**Run 1: gate families picked out**

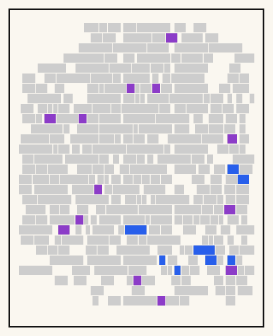
**Run 1: the clock network**

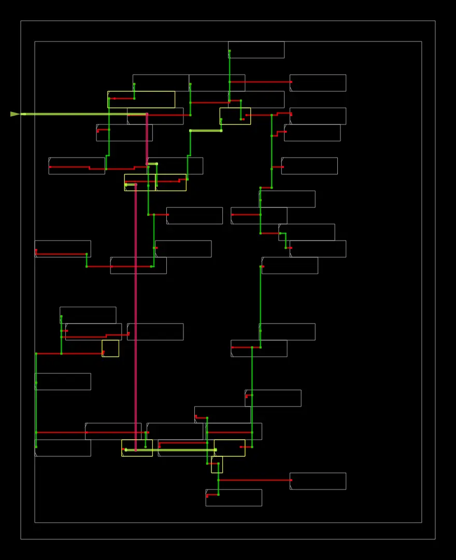
**Run 1: metal 2**

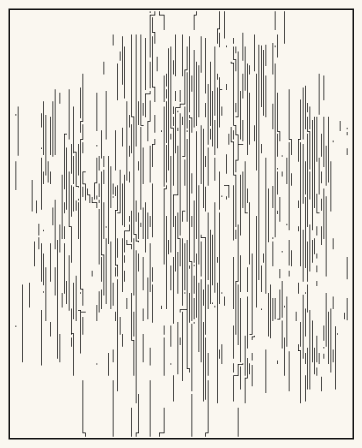
**Run 1: the metal 3 layer**

Scale bar: 20 µm. Cells faint in the background.
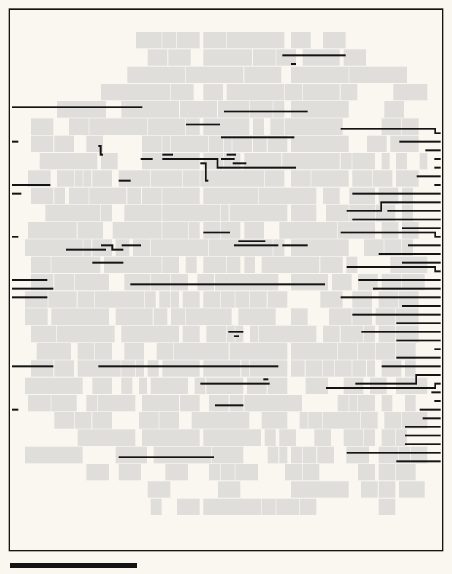
$ cat config.mk
export PLATFORM = sky130hd
export DESIGN_NAME = pipeline_ctrl
export DESIGN_NICKNAME = d
export VERILOG_FILES = /design/src/rtl/pipeline_ctrl.sv
export SDC_FILE = /design/constraint.sdc
export NUM_CORES = 1
export LEC_CHECK = 0
export CORE_AREA = 2 2 66 83
export CTS_CLUSTER_DIAMETER = 80
export DETAILED_ROUTE_END_ITERATION = 10
export DIE_AREA = 0 0 68 85
export PLACE_DENSITY = 0.75
export SYNTH_ARGS = -nofsm -noshare
export SYNTH_HDL_FRONTEND = slang
export SYNTH_SLANG_ARGS = --single-unit
$ cat constraint.sdc
create_clock -name i_clk -period 2.1 [get_ports i_clk]
set_clock_uncertainty 0.05 [all_clocks]
set_input_delay 0.525 -clock i_clk [delete_from_list [all_inputs] [get_ports i_clk]]
set_output_delay 0.525 -clock i_clk [all_outputs]
set_load 0.01 [all_outputs]
$ cat src/rtl/pipeline_ctrl.sv
// pipeline_ctrl: resolves pipeline hazards into per-latch enable/flush strobes.
// It also runs the halt drain sequence (RUN -> DRAIN -> HALTED) and keeps a
// saturating count of stalled RUN cycles.
// Latch vectors below are ordered {ifid, idex, exmem, memwb}.
module pipeline_ctrl #(
  parameter int CNT_W        = 32,
  parameter int DRAIN_CYCLES = 1
) (
  input  logic             i_clk,
  input  logic             i_nrst,
  input  logic             i_ihit,
  input  logic             i_dhit,
  input  logic             i_dmem_req,
  input  logic             i_exmem_redirect,
  input  logic             i_exmem_halt,
  input  logic             i_idex_memread,
  input  logic [4:0]       i_idex_rt,
  input  logic [4:0]       i_ifid_rs,
  input  logic [4:0]       i_ifid_rt,
  input  logic             i_ifid_uses_rt,
  output logic             o_pc_en,
  output logic             o_ifid_en,
  output logic             o_idex_en,
  output logic             o_exmem_en,
  output logic             o_memwb_en,
  output logic             o_ifid_flush,
  output logic             o_idex_flush,
  output logic             o_exmem_flush,
  output logic             o_memwb_flush,
  output logic             o_halt,
  output logic [CNT_W-1:0] o_stall_count
);

  typedef enum logic [1:0] {S_RUN, S_DRAIN, S_HALTED} state_t;

  localparam int DW = (DRAIN_CYCLES > 1) ? $clog2(DRAIN_CYCLES) : 1;
  localparam logic [DW-1:0] DLAST = DW'(DRAIN_CYCLES - 1);

  state_t           r_state;
  logic [DW-1:0]    r_dcnt;
  logic             r_halt;
  logic [CNT_W-1:0] r_cnt;

  logic       w_mem_wait;
  logic       w_load_use;
  logic       w_enter_drain;
  logic       w_pc_en;
  logic [3:0] w_en;
  logic [3:0] w_fl;

  assign w_mem_wait = i_dmem_req & ~i_dhit;
  assign w_load_use = i_idex_memread & (i_idex_rt != 5'd0) &
                      ((i_idex_rt == i_ifid_rs) |
                       (i_ifid_uses_rt & (i_idex_rt == i_ifid_rt)));
  // mem_wait masks halt so the halt re-evaluates once the data access completes
  assign w_enter_drain = i_nrst & (r_state == S_RUN) & ~w_mem_wait & i_exmem_halt;

  // Strobe resolution: first matching hazard wins; everything quiet while in reset
  always_comb begin
    w_pc_en = 1'b0;
    w_en    = 4'b0000;
    w_fl    = 4'b0000;
    if (i_nrst) begin
      case (r_state)
        S_RUN: begin
          if (w_mem_wait) begin
            w_pc_en = 1'b0;
            w_en    = 4'b0000;
          end else if (i_exmem_halt) begin
            w_pc_en = 1'b0;
            w_en    = 4'b1111;
            w_fl    = 4'b1110;
          end else if (i_exmem_redirect) begin
            w_pc_en = 1'b1;
            w_en    = 4'b1111;
            w_fl    = 4'b1110;
          end else if (w_load_use) begin
            w_pc_en = 1'b0;
            w_en    = 4'b0111;
            w_fl    = 4'b0100;
          end else if (!i_ihit) begin
            w_pc_en = 1'b0;
            w_en    = 4'b1111;
            w_fl    = 4'b1000;
          end else begin
            w_pc_en = 1'b1;
            w_en    = 4'b1111;
          end
        end
        S_DRAIN: begin
          w_pc_en = 1'b0;
          w_en    = 4'b1111;
          w_fl    = 4'b1110;
        end
        default: begin
          w_pc_en = 1'b0;
          w_en    = 4'b0000;
        end
      endcase
    end
  end

  // Halt drain FSM; HALTED is left only through reset
  always_ff @(posedge i_clk or negedge i_nrst) begin
    if (!i_nrst) begin
      r_state <= S_RUN;
      r_dcnt  <= '0;
      r_halt  <= 1'b0;
    end else begin
      case (r_state)
        S_RUN: begin
          if (w_enter_drain) begin
            r_state <= S_DRAIN;
            r_dcnt  <= '0;
          end
        end
        S_DRAIN: begin
          r_dcnt <= r_dcnt + DW'(1);
          if (r_dcnt == DLAST) begin
            r_state <= S_HALTED;
            r_halt  <= 1'b1;
          end
        end
        default: begin
          r_state <= S_HALTED;
          r_halt  <= 1'b1;
        end
      endcase
    end
  end

  // Saturating count of RUN cycles where the PC did not advance
  always_ff @(posedge i_clk or negedge i_nrst) begin
    if (!i_nrst) begin
      r_cnt <= '0;
    end else if ((r_state == S_RUN) && !w_pc_en && (r_cnt != {CNT_W{1'b1}})) begin
      r_cnt <= r_cnt + CNT_W'(1);
    end
  end

  assign o_pc_en       = w_pc_en;
  assign o_ifid_en     = w_en[3];
  assign o_idex_en     = w_en[2];
  assign o_exmem_en    = w_en[1];
  assign o_memwb_en    = w_en[0];
  assign o_ifid_flush  = w_fl[3];
  assign o_idex_flush  = w_fl[2];
  assign o_exmem_flush = w_fl[1];
  assign o_memwb_flush = w_fl[0];
  assign o_halt        = r_halt;
  assign o_stall_count = r_cnt;

endmodule

==> summary.txt, run 1 <==
Here are the numbers from the latest Yosys + OpenROAD run.

The run finished, with violations left. The final reports fail on negative setup slack. The summed area of non-filler cells in the final layout is 3720 µm². The endpoint required time on the critical path came out at 1520 ps. The detail-routed net length per standard cell is 17.1 µm. The die outline area is 5780 µm².

The register-to-register setup slack came out at -50 ps. The arrival time of data at the critical path endpoint came out at 1950 ps. The overall power after layout is 1.41 mW. In the final layout, flip-flops and latches occupy 901 µm². The highest clock frequency the design can meet is 395 MHz. The global-route total usage across every layer came out at 22.8%. The total of hold buffers inserted after clock tree synthesis is 0. The largest net degree at the start of global routing is 33. The count of buffers from port buffering came out at 64. The sequential cell area share is 24.2%.

The main area contributors are sky130_fd_sc_hd__dfrtp_1, sky130_fd_sc_hd__xor2_1, sky130_fd_sc_hd__nor3_1. The post-synthesis cell count is 201. Counting pins that exceed their max-slew limit in the final report gives 0. The tool warning count for the run is 29.

CTS placed an instance of sky130_fd_sc_hd__clkbuf_8 at the clock tree root. The sum of negative setup slack came out at -6010 ps. Per the layout area report, the combinational fraction of cell area is 39.3%. The die extent in x came out at 68 µm. The number of register bits inferred by synthesis came out at 36.

The post-route core utilization is 74.3%. The post-synthesis chip area from yosys came out at 2030 µm². According to the timing report, the critical path is launched from i_idex_rt[2]. The count of antenna-violating nets left after detailed routing came out at 0. The number of cells upsized or downsized after cts is 145. The buffer count from post-CTS setup fixing came out at 8.

The period utilization came out at 120%. The final-layout non-clock buffer area share came out at 31.1%. The multi-input combinational cell count is 153. The critical path maximum fanout is 3. The number of antenna diodes came out at 0. The share of cells above drive strength 1 came out at 40.2%. Looking at area per cell type in the netlist, the leader is sky130_fd_sc_hd__dfrtp_1. The total setup violations reported at the end of the flow came out at 36.

The static leakage came out at 1.49 nW. The smallest hold slack came out at 126 ps. The critical path ends at o_ifid_flush. STA lists the endpoint of the worst register-to-register path as o_stall_count[20].

The floorplan report gives the top-level pin count as 66. Per the cell usage report, the commonest logic cell in the layout is sky130_fd_sc_hd__buf_4. The total of warnings raised by yosys came out at 0.

The startpoint identified for the worst register-to-register timing path is o_stall_count[0]. The total number of vias came out at 2090. Leaving out the clock tree, the finished layout contains a buffer count of 121. The post-synthesis sequential area ratio is 44.4%. The worst setup path is captured at an output pin. The biggest area consumer among cell classes is multi-input combinational cells. After layout, the worst setup slack is -429 ps. The standard cell area after detailed placement came out at 3000 µm². The post-CTS clock slew at the launch and capture registers of the worst setup and hold paths came out at 70 ps.

Setup repair after global routing could not meet its margin everywhere. The area of combinational cells with multiple inputs came out at 1460 µm². Max-cap violations in this run came to 0. The count of endpoints failing hold in the final timing report is 0.

Per the CTS log, the buffer count on the longest clock path is 2. The post-synthesis average cell area came out at 10.1 µm². The finished layout holds 383 standard cells, fillers aside. The yosys stat cell total came out at 201. The cell count after placement came out at 355.

The worst hold path belongs to the class input pin to asynchronous set/reset pin. The floorplan net count came out at 226. The most common logic cells in the final layout are sky130_fd_sc_hd__buf_4, sky130_fd_sc_hd__xor2_1, sky130_fd_sc_hd__clkdlybuf4s50_1, sky130_fd_sc_hd__dfrtp_1, sky130_fd_sc_hd__nor3_4. The number of cells on the worst reg-to-reg path is 7. The area of the placeable core came out at 5010 µm². The areal power density over the cells came out at 379 nW/µm². The cell area after synthesis is 2030 µm². The wire length of the first global-routing pass came out at 9960 µm. The count of fill cells added during filler insertion came out at 316. TritonCTS built the clock tree.

The minimum clock period after layout is 2530 ps. The clock network area share is 2.99%. The area share of the largest cell type after synthesis is 44.4%. The number of distinct library cells after synthesis is 36.

The number of detailed-routing iterations run before antenna repair is 4. The total of clock buffers placed in the layout came out at 5. The number of antenna violations at the first check in global routing came out at 0. The count of standard-cell rows came out at 29. In the setup report, the worst path falls into the class input pin to output pin.
Back to the opening pictures, 'gate families picked out':
- blue: aoi and oai cells (cells 8; where lower right)
- purple: and/or cells (cells 13; most used and3_1; where all over the die)

Back to the opening pictures, 'the clock network':
flop count: 36
total clock buffers created by CTS: 5

Back to the opening pictures, 'metal 2':
- main direction: vertical
- share of all routed wire: 54%
final wirelength: 6560 µm
met2 layer usage reported by global route: 40.2%

Back to the opening pictures, 'the metal 3 layer':
- longest straight run: 30.4 µm
- wire length on this layer: 569 µm
- main direction: horizontal
- nets with wire on the layer: 69

[run 1: power by group]
group	total, mW	internal, mW	switching [mW]
clock network	0.611	0.351	0.260
logic	0.105	0.0562	0.0490
registers	0.693	0.693	0
total	1.41	1.10	0.309
[run 1: worst min path at each step]
stage,start,to,depth (start not counted)
final,i_nrst,r_state[0],2
after global routing,i_nrst,r_state[0],2
after CTS,i_nrst,r_state[0],2
after detailed placement,o_halt,o_halt,1
after global placement,o_halt,o_halt,1
after floorplan,i_nrst,o_halt,0
[run 1: synth_stat cells]
cell,instances
sky130_fd_sc_hd__and2_1,1
sky130_fd_sc_hd__nand3_1,17
sky130_fd_sc_hd__buf_2,4
sky130_fd_sc_hd__nor4b_2,3
sky130_fd_sc_hd__nor4_2,6
sky130_fd_sc_hd__xor2_1,39
sky130_fd_sc_hd__nand2_1,9
sky130_fd_sc_hd__o21ai_2,1
sky130_fd_sc_hd__o31a_1,1
sky130_fd_sc_hd__nor4bb_1,1
sky130_fd_sc_hd__a21oi_1,1
sky130_fd_sc_hd__nor2b_1,1
sky130_fd_sc_hd__nand4_1,10
sky130_fd_sc_hd__buf_4,4
sky130_fd_sc_hd__and3_1,4
sky130_fd_sc_hd__mux2_1,1
sky130_fd_sc_hd__nor3b_1,1
sky130_fd_sc_hd__and4_1,3
sky130_fd_sc_hd__or4_1,1
sky130_fd_sc_hd__ha_1,1
sky130_fd_sc_hd__a31oi_1,1
sky130_fd_sc_hd__o21ai_0,4
sky130_fd_sc_hd__nor4_1,1
sky130_fd_sc_hd__nand3b_1,1
sky130_fd_sc_hd__or2_2,3
sky130_fd_sc_hd__nor2_1,10
sky130_fd_sc_hd__or3_1,1
sky130_fd_sc_hd__inv_1,3
sky130_fd_sc_hd__buf_6,1
sky130_fd_sc_hd__conb_1,1
sky130_fd_sc_hd__nor3_1,23
sky130_fd_sc_hd__nand2b_1,2
sky130_fd_sc_hd__a21o_1,2
sky130_fd_sc_hd__dfrtp_1,36
sky130_fd_sc_hd__xnor2_1,2
sky130_fd_sc_hd__a32oi_1,1
[run 1: critical path, stage by stage]
cell and delay [ps]:
sky130_fd_sc_hd__buf_8 100, sky130_fd_sc_hd__xor2_2 170, sky130_fd_sc_hd__nor4_2 310, sky130_fd_sc_hd__a32oi_1 170, sky130_fd_sc_hd__or2_4 260, sky130_fd_sc_hd__a21o_1 170
sky130_fd_sc_hd__and2_4 140, sky130_fd_sc_hd__buf_6 110
[run 1: per-layer routing]
layer / vias to the layer above / GRT usage (%) / wire length, µm
met4: 0 / 8.55 / 129
met3: 13 / 6.10 / 568
met1: 1017 / 25.4 / 2330
met2: 101 / 40.2 / 3530
met5: - / 0 / 0
li1: 959 / - / -
[run 1: flip-flops by register name, summed over array words and instances (netlist names)]
register and flops:
o_halt 1, r_state 2, o_stall_count 32, r_dcnt 1
[run 1: logic make-up after synthesis]
family | share of synthesized area (%)
DFF | 44.4
and+or+nand+nor | 29.3
buffers and inverters | 3.58
xor gates and xnor gates | 17.7
other | 0.185
muxes | 0.556
AOI/OAI and AO/OA | 3.58
adders and majority gates | 0.617
## Run 2: what changed since run 1
--- a/config.mk
+++ b/config.mk
@@ -9,7 +9,9 @@
 export CTS_CLUSTER_DIAMETER = 80
 export DETAILED_ROUTE_END_ITERATION = 10
 export DIE_AREA = 0 0 68 85
+export MAX_ROUTING_LAYER = met4
 export PLACE_DENSITY = 0.75
+export REMOVE_ABC_BUFFERS = 1
 export SYNTH_ARGS = -nofsm -noshare
 export SYNTH_HDL_FRONTEND = slang
 export SYNTH_SLANG_ARGS = --single-unit
**Run 2: met4 routing**

Supply wires on this layer in grey.
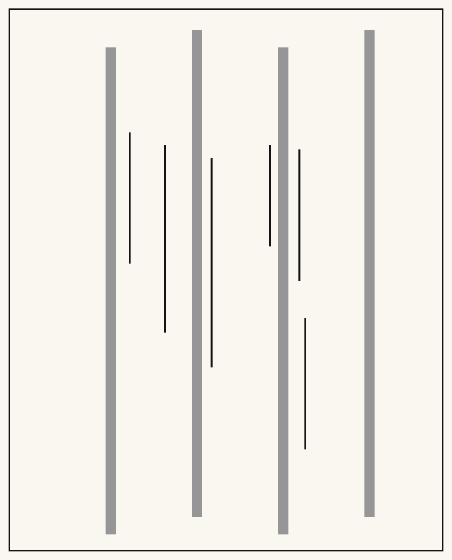
- main direction: vertical
- wire length on this layer: 139 µm
- share of all routed wire: 2.0%
- longest straight run: 32.6 µm
- nets with wire on the layer: 6

==> run 2 against run 1 <==
  * Combinational power increased by 7%
  * Final cell count is 1.6% lower
  * The run still ends with negative setup slack left
  * Sequential power hardly changed
  * Largest power group unchanged
  * Critical endpoint unchanged
  * Worst hold slack worse by 1.5 ps
  * Critical path depth stayed put
  * Via count rose by 0.29%
  * Setup slack worse by 11 ps
  * Synthesized cell count did not move
  * Sequential share of layout area up 0.31 points
  * Wire length grew 8.0%
  * Clock-buffer cell count is 2 higher
  * Highest routed layer unchanged
==> summary.txt, run 2 <==
Here are the numbers from the latest Yosys + OpenROAD run.

The fraction of the core area occupied by cells at floorplan is 40.5% (unchanged). The post-synthesis chip area from yosys was 2030 µm² (unchanged). The worst-skew pair later-pin latency is 290 ps (about the same). The post-layout net count is 340 (was 345).

The deepest clock path buffer count came out at 2 (unchanged). The critical path endpoint category was an output pin (unchanged). The placement-stage worst setup slack is -1250 ps (about the same). The total number of vias came out at 2096 (was 2090). The post-CTS clock slew at the launch and capture registers of the worst setup and hold paths is 70 ps (about the same). The endpoint required time on the critical path came out at 1520 ps (about the same). The number of antenna violations at the first check in global routing is 0 (unchanged).

The register-to-register setup slack is -210 ps (was -50 ps). The signed area change from the synthesized netlist to the final layout is 81.2% (was 83.5%). The area of the placeable core is 5010 µm² (unchanged). The total of warnings raised by yosys came out at 0 (unchanged).

The areal power density over the cells came out at 365 nW/µm² (was 379 nW/µm²). The largest net degree at the start of global routing came out at 34 (was 33). The count of antenna-violating nets left after detailed routing is 0 (unchanged). The tally of non-filler cells in the final layout was 377 (was 383). The height of the die is 85 µm (unchanged). The max-cap violation count is 0 (unchanged). The number of global-route vias before repair is 2247 (was 2096). The global-route total usage across every layer is 25.9% (was 22.8%). The highest clock frequency the design can meet is 394 MHz (was 395 MHz). The area share of the largest cell type after synthesis came out at 44.4% (unchanged). The arrival time of data at the critical path endpoint was 1960 ps (was 1950 ps). The routability congestion estimate from global placement is 0.764 (was 0.768).

The cell area after synthesis is 2030 µm² (unchanged). The die outline area is 5780 µm² (unchanged). The root buffer cell is sky130_fd_sc_hd__clkbuf_8 (unchanged). The count of standard-cell rows is 29 (unchanged). The depth of the worst register-to-register path was 8 (was 7).

The post-synthesis average cell area came to 10.1 µm² (unchanged). The detail-routed net length per standard cell is 18.8 µm (was 17.1 µm). The total setup violations reported at the end of the flow was 36 (unchanged).

The area share of and-or/or-and cells after synthesis came to 3.58% (unchanged). The post-synthesis cell count is 201 (unchanged). The yosys stat cell total came out at 201 (unchanged). Result of the run: complete, but fails checks (unchanged).

The number of distinct library cells after synthesis is 36 (unchanged). The summed area of non-filler cells in the final layout is 3670 µm² (was 3720 µm²). The CTS H-tree depth was 2 (unchanged). The final worst setup slack came out at -439 ps (was -429 ps). The startpoint of the lowest-slack register-to-register path is o_stall_count[0] (unchanged). The max-slew violation total from the final report was 0 (unchanged). The post-synthesis xor/xnor area fraction came out at 17.7% (unchanged). The total length of routed wires is 7080 µm (was 6560 µm). The minimum clock period after layout was 2540 ps (was 2530 ps). The most frequent cell after synthesis is sky130_fd_sc_hd__xor2_1 (unchanged). The number of detailed-routing iterations run before antenna repair was 4 (unchanged). The period utilization came to 121% (was 120%).

The largest voltage drop on the vdd net came out at 369 µV (was 530 µV). Most common library cells after synthesis: sky130_fd_sc_hd__xor2_1, sky130_fd_sc_hd__dfrtp_1, sky130_fd_sc_hd__nor3_1 (unchanged). The count of fill cells added during filler insertion was 327 (was 316).

The cell at the slowest stage of the critical path is sky130_fd_sc_hd__nor4_4 (was sky130_fd_sc_hd__nor4_2). The number of top-level pins was 66 (unchanged). The number of flops mapped to enable cells by yosys was 0 (unchanged). The wire length of the first global-routing pass is 10900 µm (was 9960 µm). The kind of cell adding the most delay to the critical path is simple AND/OR/NAND/NOR gates (unchanged). The endpoint of the lowest-slack register-to-register path is o_stall_count[13] (was o_stall_count[20]).

The die extent in x came out at 68 µm (unchanged). The count of buffers from port buffering is 64 (unchanged). The post-synthesis sequential area ratio is 44.4% (unchanged).

The count of routing violations after the opening detailed-route iteration is 124 (was 83). The via density per instance came to 5.56 (was 5.46). The global route total overflow came out at 0 (unchanged). Highest-count cells in the layout ignoring fill and taps: sky130_fd_sc_hd__buf_4, sky130_fd_sc_hd__xor2_1, sky130_fd_sc_hd__clkdlybuf4s50_1, sky130_fd_sc_hd__dfrtp_1, sky130_fd_sc_hd__nor3_4 (unchanged). The top cell type by total area after synthesis is sky130_fd_sc_hd__dfrtp_1 (unchanged).

The share of synthesized registers carrying an async set or reset came out at 100% (unchanged). The worst hold path class is input pin to asynchronous set/reset pin (unchanged). The number of register bits inferred by synthesis is 36 (unchanged). The maximum fanout count along the critical path came out at 2 (was 3).

The number of buffer and inverter stages on the critical path came to 2 (unchanged). The flip-flop count of the largest register after layout came out at 32 (unchanged). The dominant register cell in the synthesized netlist is sky130_fd_sc_hd__dfrtp_1 (unchanged). The main kind of combinational logic by area is simple AND/OR/NAND/NOR gates (unchanged).

The static leakage came out at 1.46 nW (was 1.49 nW). The number of buffers created by CTS was 5 (unchanged). The clock tree from TritonCTS is built (unchanged). The share of cells above drive strength 1 is 38.7% (was 40.2%). The commonest non-fill, non-tap cell in the layout is sky130_fd_sc_hd__buf_4 (unchanged).

The count of endpoints failing hold in the final timing report came out at 0 (unchanged). The number of sinks handled by clock tree synthesis is 36 (unchanged). Violations in the final reports: negative setup slack (unchanged). The cell count after placement is 354 (was 355). The mux contribution to synthesized area was 0.556% (unchanged).

The estimated wirelength of the detail-placed design came out at 3960 µm (was 3910 µm). The standard cell area after detailed placement is 2960 µm² (was 3000 µm²). The category of the critical setup timing path is input pin to output pin (unchanged). The post-route DRC violation count came to 0 (unchanged). Largest cells by area after synthesis: sky130_fd_sc_hd__dfrtp_1, sky130_fd_sc_hd__xor2_1, sky130_fd_sc_hd__nor3_1 (unchanged). The area share of fa/ha/maj cells after synthesis came out at 0.617% (unchanged). Setup repair after global routing missed its margin: yes (unchanged). The simple-gate share of the synthesized area is 29.3% (unchanged).

The number of antenna diodes came out at 0 (unchanged). The delay contributed by the slowest stage of the critical path is 290 ps (was 310 ps). The number of warning messages in the logs came out at 27 (was 29). Cell-by-cell trace of the critical path: buf_6, xor2_2, nor4_4, a32oi_2, or2_4, a21o_1, and2_1, buf_2 (was buf_8, xor2_2, nor4_2, a32oi_1, or2_4, a21o_1, and2_4, buf_6).

The startpoint kind of the worst setup timing path was an input pin (unchanged).
-- run 2: cell counts after synthesis --
No cell type changed its count.
-- run 2: stage by stage --
| stage | hold slack, ps | power (mW) | TNS [ps] | util (%) |
|---|---|---|---|---|
| floorplan | 179 | 0.727 | -16210 | - |
| CTS | 136 | 1.34 | -3850 | 72.1 |
| global placement | 415 | 0.806 | -32590 | 59.1 |
| detailed placement | 409 | 0.809 | -35070 | 59.1 |
| finish | 125 | 1.34 | -8270 | 73.3 |
| global route | 151 | 1.38 | -11180 | 73.3 |
-- run 2: metal layers --
| layer | global-route usage [%] | vias up | part of all wire, % |
|---|---|---|---|
| met2 | 45.6 | 98 | 56 |
| met4 | 8.73 | 0 | 1.9 |
| met1 | 27.8 | 1041 | 34 |
| met5 | - | - | 0 |
| met3 | 5.97 | 14 | 8.1 |
| li1 | - | 943 | - |
-- run 2: how the worst max path moves through the flow --
stage	start	end	depth (start not counted)	slack (ps)
floorplan	o_stall_count[0]	o_stall_count[1]	7	-670
global placement	i_idex_rt[1]	o_ifid_flush	8	-1200
detailed placement	i_idex_rt[3]	o_ifid_flush	8	-1250
CTS	i_ifid_rt[2]	o_ifid_flush	8	-390
global route	i_ifid_rt[2]	o_ifid_flush	8	-520
finish	i_ifid_rt[2]	o_ifid_flush	8	-440
-- run 2: report_power, final --
part,leakage (nW),internal [mW],total [mW],switching [mW]
clock,0.0503,0.292,0.534,0.242
sequential,0.357,0.693,0.693,0
combinational,1.05,0.0601,0.112,0.0521
total,1.46,1.05,1.34,0.294
-- run 2: cell families (layout without fill, tap and decap cells) --
group / count (synthesis) / after routing
AND/OR/NAND/NOR: 98 / 98
XOR/XNOR: 41 / 41
flip-flops: 36 / 36
buffers and inverters: 12 / 126
AND-OR/OR-AND: 11 / 11
adder cells (fa/ha/maj): 1 / 1
other: 1 / 1
multiplexers: 1 / 1
-- run 2: final cells by class --
class | instances | area (µm²) | area share [%]
sequential | 36 | 901 | 24.5
clock buffer | 7 | 96.3 | 2.62
multi-input combinational | 153 | 1470 | 39.9
inverter | 3 | 11.3 | 0.307
timing repair buffer | 116 | 1120 | 30.5
tap | 62 | 77.6 | 2.11
-- run 2: repair_timing --
action,CTS,global route
buffers inserted,10,4
gates resized,148,16
pin swaps,77,15
setup endpoints to repair,40,40
hold buffers,0,0
cloned,4,0
Power figures rest on the tool's default switching activity, not on a simulated workload.
